[src/rtl/tcb_layer2_seq_argmax.sv]
// Sequencer for the 16->10 TCB output layer: launches the layer, captures its scores and
// scans them serially for the argmax class. Define SCORE_OUT_EN to add the o_out_score port.
module tcb_layer2_seq_argmax #(
   parameter int N_IN    = 16,
   parameter int IN_W    = 19,
   parameter int N_OUT   = 10,
   parameter int OUT_W   = 28,
   parameter int CLS_W   = 4,
   parameter int TIMEOUT = 15
) (
   input  logic                   i_clk,
   input  logic                   i_rst,
   input  logic                   i_in_valid,
   output logic                   o_in_ready,
   input  logic [N_IN*IN_W-1:0]   i_in_data,
   output logic                   o_layer_valid,
   output logic [N_IN*IN_W-1:0]   o_layer_in,
   input  logic                   i_layer_ready,
   input  logic [N_OUT*OUT_W-1:0] i_layer_out,
   output logic                   o_out_valid,
   input  logic                   i_out_ready,
   output logic [CLS_W-1:0]       o_out_class,
   output logic                   o_out_err,
   output logic                   o_busy
`ifdef SCORE_OUT_EN
   ,
   output logic [OUT_W-1:0]       o_out_score
`endif
);

   localparam int TMO_W = $clog2(TIMEOUT + 1);
   localparam logic [CLS_W-1:0] LAST_IDX = CLS_W'(N_OUT - 1);
   localparam logic [TMO_W-1:0] TMO_LAST = TMO_W'(TIMEOUT - 1);

   typedef enum logic [2:0] {
      S_IDLE,
      S_LAUNCH,
      S_WAIT,
      S_SCAN,
      S_DONE
   } state_t;

   state_t                r_state;
   state_t                w_next;
   logic [N_IN*IN_W-1:0]  r_layer_in;
   logic [OUT_W-1:0]      r_scores [N_OUT];
   logic [OUT_W-1:0]      r_best_val;
   logic [CLS_W-1:0]      r_best_idx;
   logic [CLS_W-1:0]      r_scan_idx;
   logic [TMO_W-1:0]      r_tmo_cnt;
   logic                  r_out_err;

   logic                  w_accept;
   logic                  w_tmo_hit;
   logic                  w_scan_last;
   logic [OUT_W-1:0]      w_score_j;
   logic                  w_better;

   assign w_accept    = (r_state == S_IDLE) && i_in_valid && !i_rst;
   assign w_tmo_hit   = !i_layer_ready && (r_tmo_cnt == TMO_LAST);
   assign w_scan_last = (r_scan_idx == LAST_IDX);
   assign w_score_j   = r_scores[r_scan_idx];
   // Strict greater-than keeps the lower index on ties.
   assign w_better    = $signed(w_score_j) > $signed(r_best_val);

   always_ff @(posedge i_clk) begin
      if (i_rst) r_state <= S_IDLE;
      else       r_state <= w_next;
   end

   always_comb begin
      // NOTE: default assigned first so every path drives w_next and no latch is inferred.
      w_next = r_state;
      case (r_state)
         S_IDLE:   if (w_accept) w_next = S_LAUNCH;
         S_LAUNCH: w_next = S_WAIT;
         S_WAIT:   if (i_layer_ready || w_tmo_hit) w_next = i_layer_ready ? S_SCAN : S_DONE;
         S_SCAN:   if (w_scan_last) w_next = S_DONE;
         S_DONE:   if (i_out_ready) w_next = S_IDLE;
         default:  w_next = S_IDLE;
      endcase
   end

   always_ff @(posedge i_clk) begin
      if (i_rst) begin
         r_layer_in <= '0;
         // NOTE: the score bank is small and is cleared with everything else, so a reset
         // leaves no stale scores behind.
         for (int j = 0; j < N_OUT; j++) r_scores[j] <= '0;
         r_best_val <= '0;
         r_best_idx <= '0;
         r_scan_idx <= '0;
         r_tmo_cnt  <= '0;
         r_out_err  <= 1'b0;
      end else begin
         // NOTE: non-blocking assignments so every register samples pre-edge values.
         if (w_accept) begin
            r_layer_in <= i_in_data;
            r_out_err  <= 1'b0;
         end
         case (r_state)
            S_LAUNCH: r_tmo_cnt <= '0;
            S_WAIT: begin
               if (i_layer_ready) begin
                  for (int j = 0; j < N_OUT; j++) r_scores[j] <= i_layer_out[j*OUT_W +: OUT_W];
                  r_best_val <= i_layer_out[0 +: OUT_W];
                  r_best_idx <= '0;
                  r_scan_idx <= CLS_W'(1);
               end else if (w_tmo_hit) begin
                  r_out_err  <= 1'b1;
                  r_best_idx <= '1;
                  r_best_val <= '0;
               end else begin
                  r_tmo_cnt <= r_tmo_cnt + TMO_W'(1);
               end
            end
            S_SCAN: begin
               if (w_better) begin
                  r_best_val <= w_score_j;
                  r_best_idx <= r_scan_idx;
               end
               r_scan_idx <= r_scan_idx + CLS_W'(1);
            end
            default: ;
         endcase
      end
   end

   assign o_in_ready    = (r_state == S_IDLE) && !i_rst;
   assign o_layer_valid = (r_state == S_LAUNCH);
   assign o_layer_in    = r_layer_in;
   assign o_out_valid   = (r_state == S_DONE);
   assign o_out_class   = r_best_idx;
   assign o_out_err     = r_out_err;
   assign o_busy        = (r_state != S_IDLE);
`ifdef SCORE_OUT_EN
   assign o_out_score   = r_best_val;
`endif

endmodule
[config.mk]
export PLATFORM = sky130hd
export DESIGN_NAME = tcb_layer2_seq_argmax
export DESIGN_NICKNAME = d
export VERILOG_FILES = /design/src/rtl/tcb_layer2_seq_argmax.sv
export SDC_FILE = /design/constraint.sdc
export NUM_CORES = 1
export LEC_CHECK = 0
export ABC_AREA = 1
export ABC_CLOCK_PERIOD_IN_PS = 14500
export CORE_AREA = 2 2 355 357
export DETAILED_ROUTE_END_ITERATION = 10
export DIE_AREA = 0 0 357 359
export GPL_TIMING_DRIVEN = 0
export PLACE_DENSITY = 0.5
export SYNTH_ARGS = -nofsm -noshare
export SYNTH_HDL_FRONTEND = slang
export SYNTH_SLANG_ARGS = --single-unit
export TNS_END_PERCENT = 1
[constraint.sdc]
create_clock -name i_clk -period 14.5 [get_ports i_clk]
set_input_delay 2.9 -clock i_clk [delete_from_list [all_inputs] [get_ports i_clk]]
set_output_delay 2.9 -clock i_clk [all_outputs]
set_load 0.03 [all_outputs]
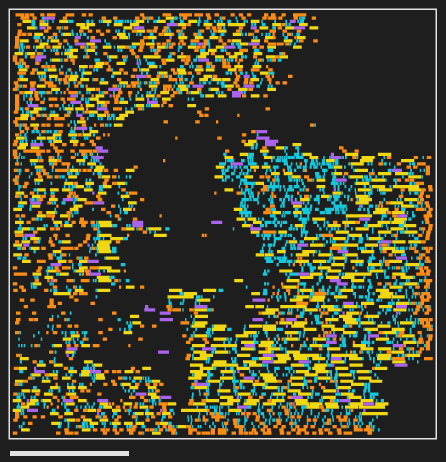
(placement by cell class)
Bar = 100 µm.
- orange: remaining buffers and delay cells (cells 1111)
- purple: clock drivers and dummy loads (cells 138)
- yellow: sequential cells (cells 632)
- cyan: combinational and other logic (cells 2368)
flop share of the area: 37.9%
core area: 0.125 mm²

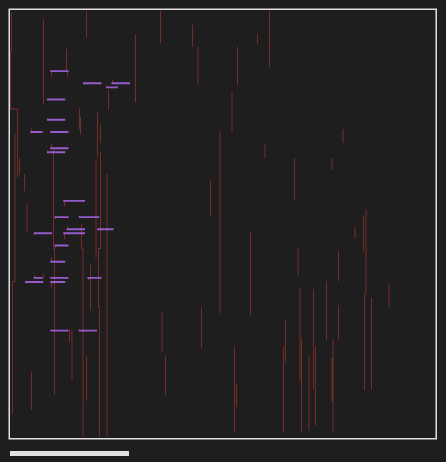
(wiring by layer)
Bar = 100 µm. Two of the layers only.
- red: metal 4 (wire length 3560 µm)
- purple: metal 5 (wire length 328 µm)

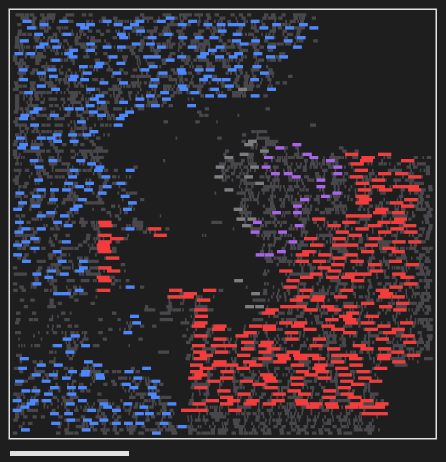
(sequential cells grouped by signal name)
Bar = 100 µm.
- purple: r_best_val (placed flops 28)
- blue: o_layer_in (placed flops 304)
- red: r_scores (placed flops 280)
seq pwr: 2.40 mW
fin util: 32.7%

==> flow_summary.json <==
{
  "gp_congestion": 0.945,
  "chipWidth_um": 357,
  "largest_register_ffs": 304,
  "syn-cell-area_mm2": 0.0269,
  "synth.avg_cell_area_um2": 8.40,
  "fp_nets": 3827,
  "yosysWarnings": 0,
  "top_cells_by_area": "edfxtp_1 (31%), dfxtp_1 (26%), nand2_1 (10%)",
  "cap_violations": 0,
  "whs_path_depth": 2,
  "antenna_found_initial": 37,
  "r2r_cells": 19,
  "portBuffers": 900,
  "netlist_top_cells_count": "nand2_1 (752), inv_1 (455), nand3_1 (434)",
  "peakVddDrop_mv": 0.103,
  "drt_iter0_markers": 2060,
  "openroad.warnings": 28,
  "final_cells": 5903,
  "startpoint": "i_rst",
  "insertion_delay_ns": 0.65,
  "numCtsBuffers": 79,
  "p_leak_nw": 17.6,
  "first_global_vias": 25204,
  "cts.clk_slew.worst_paths_ns": 0.06,
  "chipHeight_um": 359,
  "ant_nets": 0,
  "async_flop_share_pct": 0,
  "drcViolationCount": 0,
  "endpoint_kind": "output port",
  "top_area_cell": "edfxtp_1",
  "slew_viol_final": 0,
  "critPathMaxStageDelay_ns": 0.78,
  "dp_cells": 5761,
  "min_from": "o_layer_in[171]",
  "ys_seq_share_pct": 57.4,
  "nets": 4813,
  "synthCells": 3206,
  "postCtsSetupBuffers": 0,
  "top_area_share_pct": 31.2,
  "cts_resized": 0,
  "dp.final_hpwl_mm": 121,
  "synth_top_flop_cell": "dfxtp_1",
  "die_area_mm2": 0.128,
  "drt-total-wl_mm": 146,
  "hold_buffers": 0,
  "grt_usage_pct": 22.1,
  "synth_top_cell_by_count": "nand2_1",
  "edf_count": 280,
  "status": "finished, final reports clean",
  "final_hold_viol_count": 0,
  "drtPass1Iterations": 5,
  "required_ns": 11.60,
  "grt_max_degree": 62,
  "viasPerCell": 4.37,
  "hold_ws_ns": 0.462,
  "cts.sinks": 632,
  "slew_headroom_pct": 27.0,
  "ys.flops": 632
}
-- metal layers --
metal / GRT usage (%) / share of wire [%]
met1: 25.0 / 38
met2: 40.2 / 51
met3: 6.48 / 8.2
met4: 5.39 / 2.4
met5: 0 / 0.22
-- tightest hold or removal path: cells and delay by family (launching register included) --
family | cells | cell delay, ns
DFF | 1 | 0.31
and+or+nand+nor | 2 | 0.11
-- power by group --
part | internal [mW] | leakage, nW | switching [mW] | total [mW]
sequential | 2.23 | 5.80 | 0.167 | 2.40
clock | 1.16 | 1.26 | 0.827 | 1.98
combinational | 0.854 | 10.5 | 1.59 | 2.44
-- area by class of cell --
class | instances | area [µm²] | share of cell area [%]
Sequential cell | 632 | 15500 | 37.9
Antenna cell | 4 | 10.0 | 0.0246
Tap cell | 1650 | 2060 | 5.07
Timing Repair Buffer | 905 | 9150 | 22.5
Buffer | 206 | 978 | 2.40
Inverter | 462 | 1730 | 4.26
Clock buffer | 108 | 2240 | 5.50
Multi-Input combinational cell | 1906 | 8780 | 21.6
Clock inverter | 30 | 325 | 0.799
-- per-stage QoR --
| stage | setup WS (ns) | instance area [µm²] | power [mW] |
|---|---|---|---|
| after floorplan | 4.03 | 26900 | 3.70 |
| after global placement | -0.990 | 38000 | 4.91 |
| after detailed placement | 7.12 | 38200 | 4.89 |
| after CTS | 7.11 | 40700 | 6.89 |
| after global routing | 7.10 | 40700 | 7.13 |
| final | 7.19 | 40700 | 6.82 |
-- cells by family (layout without fill, tap and decap cells) --
group	count (synthesis)	after routing	synth area share, %
other	0	4	0
flip-flops	632	632	57.4
buffers and inverters	668	1711	10.1
AND-OR/OR-AND	300	300	6.21
multiplexers	27	27	1.00
adder cells (fa/ha/maj)	32	32	1.49
AND/OR/NAND/NOR	1547	1547	23.9
Power and IR drop assume default switching activity.
